clock_map.png
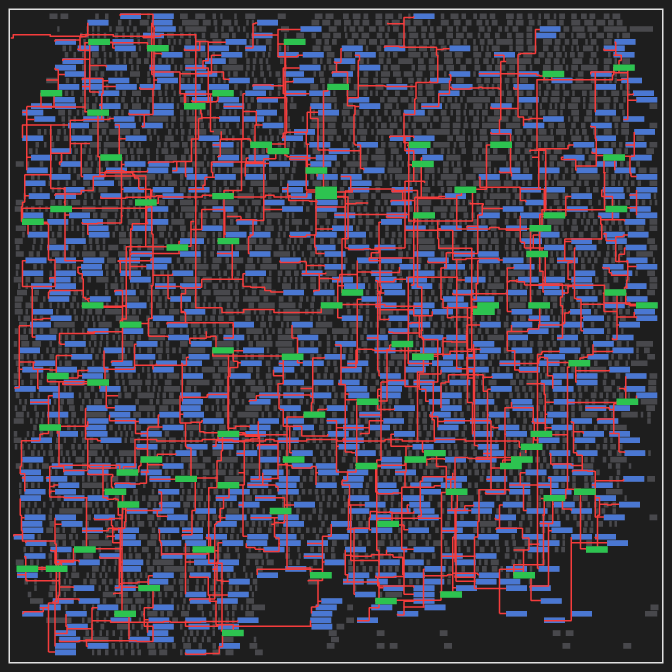
met4.png
The bar under the picture is 100 um long.
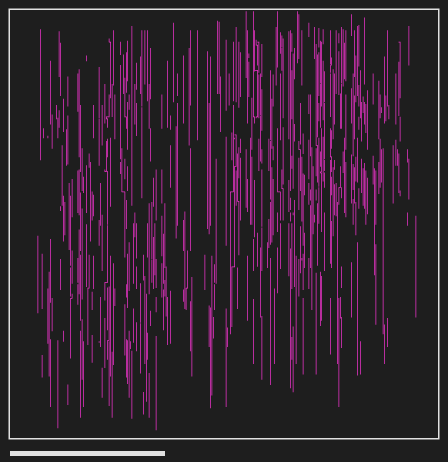
[src/rtl/nn_pkg.sv]
// Shared definitions for the MNIST accelerator datapath stages.
// FP32 field layout, argmax key helper and sequencer state codes.
package nn_pkg;

    localparam int         FP_SIGN_BIT = 31;
    localparam int         FP_EXP_HI   = 30;
    localparam int         FP_EXP_LO   = 23;
    localparam int         FP_MANT_HI  = 22;
    localparam logic [7:0] EXP_MAX     = 8'hFF;

    localparam logic [2:0] S_IDLE    = 3'd0;
    localparam logic [2:0] S_LOAD    = 3'd1;
    localparam logic [2:0] S_FEED    = 3'd2;
    localparam logic [2:0] S_COLLECT = 3'd3;
    localparam logic [2:0] S_DONE    = 3'd4;

    // Ordering key: negatives and NaNs sink to zero, the rest
    // compare correctly as unsigned magnitude bits.
    function automatic logic [30:0] fp32_mag_key(input logic [31:0] x);
        logic is_nan;
        is_nan = (x[FP_EXP_HI:FP_EXP_LO] == EXP_MAX)
              && (x[FP_MANT_HI:0] != '0);
        if (x[FP_SIGN_BIT] || is_nan)
            return '0;
        return x[FP_EXP_HI:0];
    endfunction

endpackage

[src/rtl/fp32_argmax_tracker.sv]
// Running argmax over a stream of FP32 beats.
// Strictly-greater update keeps the lowest index on ties.
module fp32_argmax_tracker #(
    parameter int IDX_W = 4
) (
    input  logic             clk,
    input  logic             rst_n,
    input  logic             clr,
    input  logic             valid,
    input  logic [31:0]      data,
    input  logic [IDX_W-1:0] idx,
    output logic [IDX_W-1:0] max_idx,
    output logic [31:0]      max_val
);
    import nn_pkg::*;

    logic        have;
    logic [30:0] max_key;
    logic [30:0] key;

    assign key = fp32_mag_key(data);

    // First beat after clear always loads; later beats only if larger.
    always_ff @(posedge clk or negedge rst_n) begin
        if (!rst_n) begin
            have    <= 1'b0;
            max_key <= '0;
            max_idx <= '0;
            max_val <= '0;
        end else if (clr) begin
            have    <= 1'b0;
            max_key <= '0;
            max_idx <= '0;
            max_val <= '0;
        end else if (valid && (!have || key > max_key)) begin
            have    <= 1'b1;
            max_key <= key;
            max_idx <= idx;
            max_val <= data;
        end
    end

endmodule

[src/rtl/softmax_seq_ctrl.sv]
// Sequencer between the output dense layer and the serial softmax.
// Buffers logits, streams them out, collects probabilities, argmax.
module softmax_seq_ctrl #(
    parameter int N       = 10,
    parameter int IDX_W   = $clog2(N),
    parameter int TIMEOUT = 1024
) (
    input  logic             clk,
    input  logic             rst_n,
    input  logic             start,
    input  logic             logit_valid,
    output logic             logit_ready,
    input  logic [31:0]      logit_data,
    output logic             sm_clr,
    output logic             sm_valid_in,
    output logic [31:0]      sm_data_in,
    input  logic             sm_valid_out,
    input  logic [31:0]      sm_data_out,
    output logic             busy,
    output logic             done,
    output logic [IDX_W-1:0] class_idx,
    output logic [31:0]      class_prob,
    output logic             timeout_err,
    input  logic [IDX_W-1:0] rd_addr,
    output logic [31:0]      rd_data
);
    import nn_pkg::*;

    localparam int                WAIT_W    = $clog2(TIMEOUT + 1);
    localparam logic [IDX_W-1:0]  LAST      = IDX_W'(N - 1);
    localparam logic [WAIT_W-1:0] WAIT_LAST = WAIT_W'(TIMEOUT - 1);
    localparam logic [IDX_W:0]    N_EXT     = (IDX_W + 1)'(N);

    logic [2:0]        state;
    logic [IDX_W-1:0]  cnt;
    logic [WAIT_W-1:0] wait_cnt;
    logic [31:0]       logit_buf [N];
    logic [31:0]       prob_buf  [N];
    logic              accept;
    logic              load_hs;
    logic              beat;

    assign accept      = (state == S_IDLE) && start;
    assign logit_ready = (state == S_LOAD);
    assign load_hs     = logit_valid && logit_ready;
    assign beat        = (state == S_COLLECT) && sm_valid_out;
    assign sm_valid_in = (state == S_FEED);
    assign sm_data_in  = sm_valid_in ? logit_buf[cnt] : '0;
    assign busy        = (state != S_IDLE);
    assign done        = (state == S_DONE);

    // Control FSM; cnt is the logit, feed and probability index in turn.
    always_ff @(posedge clk or negedge rst_n) begin
        if (!rst_n) begin
            state       <= S_IDLE;
            cnt         <= '0;
            wait_cnt    <= '0;
            sm_clr      <= 1'b0;
            timeout_err <= 1'b0;
        end else begin
            sm_clr <= accept;
            unique case (state)
                S_IDLE: begin
                    if (start) begin
                        state       <= S_LOAD;
                        cnt         <= '0;
                        timeout_err <= 1'b0;
                    end
                end
                S_LOAD: begin
                    if (load_hs) begin
                        if (cnt == LAST) begin
                            cnt   <= '0;
                            state <= S_FEED;
                        end else begin
                            cnt <= cnt + 1'b1;
                        end
                    end
                end
                S_FEED: begin
                    if (cnt == LAST) begin
                        cnt      <= '0;
                        wait_cnt <= '0;
                        state    <= S_COLLECT;
                    end else begin
                        cnt <= cnt + 1'b1;
                    end
                end
                S_COLLECT: begin
                    wait_cnt <= wait_cnt + 1'b1;
                    if (beat)
                        cnt <= cnt + 1'b1;
                    if (beat && cnt == LAST) begin
                        state <= S_DONE;
                    end else if (wait_cnt == WAIT_LAST) begin
                        timeout_err <= 1'b1;
                        state       <= S_DONE;
                    end
                end
                S_DONE: state <= S_IDLE;
                default: state <= S_IDLE;
            endcase
        end
    end

    // Logit capture during LOAD.
    always_ff @(posedge clk or negedge rst_n) begin
        if (!rst_n) begin
            for (int i = 0; i < N; i++)
                logit_buf[i] <= '0;
        end else if (load_hs) begin
            logit_buf[cnt] <= logit_data;
        end
    end

    // Probability capture; wiped on a new inference so gaps read 0.
    always_ff @(posedge clk or negedge rst_n) begin
        if (!rst_n) begin
            for (int i = 0; i < N; i++)
                prob_buf[i] <= '0;
        end else if (accept) begin
            for (int i = 0; i < N; i++)
                prob_buf[i] <= '0;
        end else if (beat) begin
            prob_buf[cnt] <= sm_data_out;
        end
    end

    // Registered read port; addresses past the last class read 0.
    always_ff @(posedge clk or negedge rst_n) begin
        if (!rst_n)
            rd_data <= '0;
        else if ({1'b0, rd_addr} < N_EXT)
            rd_data <= prob_buf[rd_addr];
        else
            rd_data <= '0;
    end

    fp32_argmax_tracker #(
        .IDX_W (IDX_W)
    ) u_argmax (
        .clk     (clk),
        .rst_n   (rst_n),
        .clr     (accept),
        .valid   (beat),
        .data    (sm_data_out),
        .idx     (cnt),
        .max_idx (class_idx),
        .max_val (class_prob)
    );

endmodule

[config.mk]
export PLATFORM = sky130hd
export DESIGN_NAME = softmax_seq_ctrl
export DESIGN_NICKNAME = d
export VERILOG_FILES = /design/src/rtl/nn_pkg.sv /design/src/rtl/fp32_argmax_tracker.sv /design/src/rtl/softmax_seq_ctrl.sv
export SDC_FILE = /design/constraint.sdc
export NUM_CORES = 1
export LEC_CHECK = 0
export ABC_AREA = 1
export CAP_MARGIN = 10
export CELL_PAD_IN_SITES_DETAIL_PLACEMENT = 1
export CELL_PAD_IN_SITES_GLOBAL_PLACEMENT = 1
export CORE_UTILIZATION = 46
export DETAILED_ROUTE_END_ITERATION = 16
export GPL_ROUTABILITY_DRIVEN = 0
export PLACE_DENSITY = 0.84
export SYNTH_ARGS = -nofsm -noshare
export SYNTH_HDL_FRONTEND = slang
export SYNTH_SLANG_ARGS = --single-unit
[constraint.sdc]
create_clock -name clk -period 2.39 [get_ports clk]
set_input_delay 0.478 -clock clk [delete_from_list [all_inputs] [get_ports clk]]
set_output_delay 0.478 -clock clk [all_outputs]
set_load 0.005 [all_outputs]
==> impl_metrics.csv <==
group,metric,value,unit
sta,setup_viol,126,
sta,fmax,286,MHz
logic_synthesis,synth-simple-area-share,17.7,%
sta,slew_headroom,50.8,%
clock_tree,clock_path_buffers,3,
logic_synthesis,synth_area_leader_cell,"dfrtp_1",
pwr,p_sw_share,40.2,%
routing,drc,0,
pwr,comb_power,20.7,mW
cells_and_area,seq_area_share,41.8,%
sta,whs,221,ps
setup_path,r2r-end,"logit_buf[95]",
status,status,"complete, but fails checks",
logic_synthesis,ys_sh_aoi,18.3,%
global_routing,grt.total_usage,36.8,%
setup_path,r2r_start,"cnt[0]",
sta,setup_ws,-1110,ps
logic_synthesis,yosys_warnings,0,
routing,wl_met3,14500,um
floorplanning,fp_util,46.5,%
global_routing,gr-usage-met3,6.32,%
status,violations,"negative setup slack",
routing,wl_per_cell,30.0,um
setup_path,critPathMostFrequentCell,"nand2_1",
clock_tree,ctsResizeCount,341,
setup_path,slowest_stage,"a21o_4",
global_routing,overflow,0,
floorplanning,die-area,76200,um2
cells_and_area,non_clock_inverter_count,349,
clock_tree,path_clk_slew,60,ps
setup_path,path_cells,"buf_6, inv_2, nand4_1, nor2_2, nand4_1, a21o_4, buf_12, buf_16, nor2_4, ha_4, a21oi_2, nand2_1, nand2_1, nand2_1, nand2_1, nand2_1, nand2_1, nand2_1, nand2_2, nand2_4, nand2_8, buf_6, nand3_2, nand2_1",
cells_and_area,multi_input_comb_cells,2648,
clock_tree,numCtsBuffers,84,
logic_synthesis,adder_share,1.30,%
setup_path,r2r_slack,-380,ps
pwr,power.leakage,21.2,nW
floorplanning,io_pins,179,
cells_and_area,buffers,555,
worst_hold_path,holdPathStages,4,
clock_tree,cts_hold_buf,1,
logic_synthesis,yosys.area.top_type_share,55.1,%
sta,hold_viol_final,0,
sta,slew_viol_final,0,
logic_synthesis,syn_area,34500,um2
logic_synthesis,netlist_top_cells_area,"dfrtp_1 55%, o21ai_0 10%, nand2_1 7.9%",
-- clock_map.png (at the start) --
- green: cells driving clock nets (count 84)
- red: clock wires (length 12000 um)
- blue: flip-flops (count 760)
- flops lie: widely spread
clock group power: 13.7 mW
Clk pwr share: 26.2%
skew final: 49.8 ps
Insertion Delay late pin: 690 ps

-- met4.png (at the start) --
- nets with wire on the layer: 328
- longest straight run: 120 um
- share of all routed wire: 8.8%
- wire length on this layer: 14300 um
- main direction: vertical
total length of routed wires: 163000 um
via count: 36040

Power and IR drop assume default switching activity.
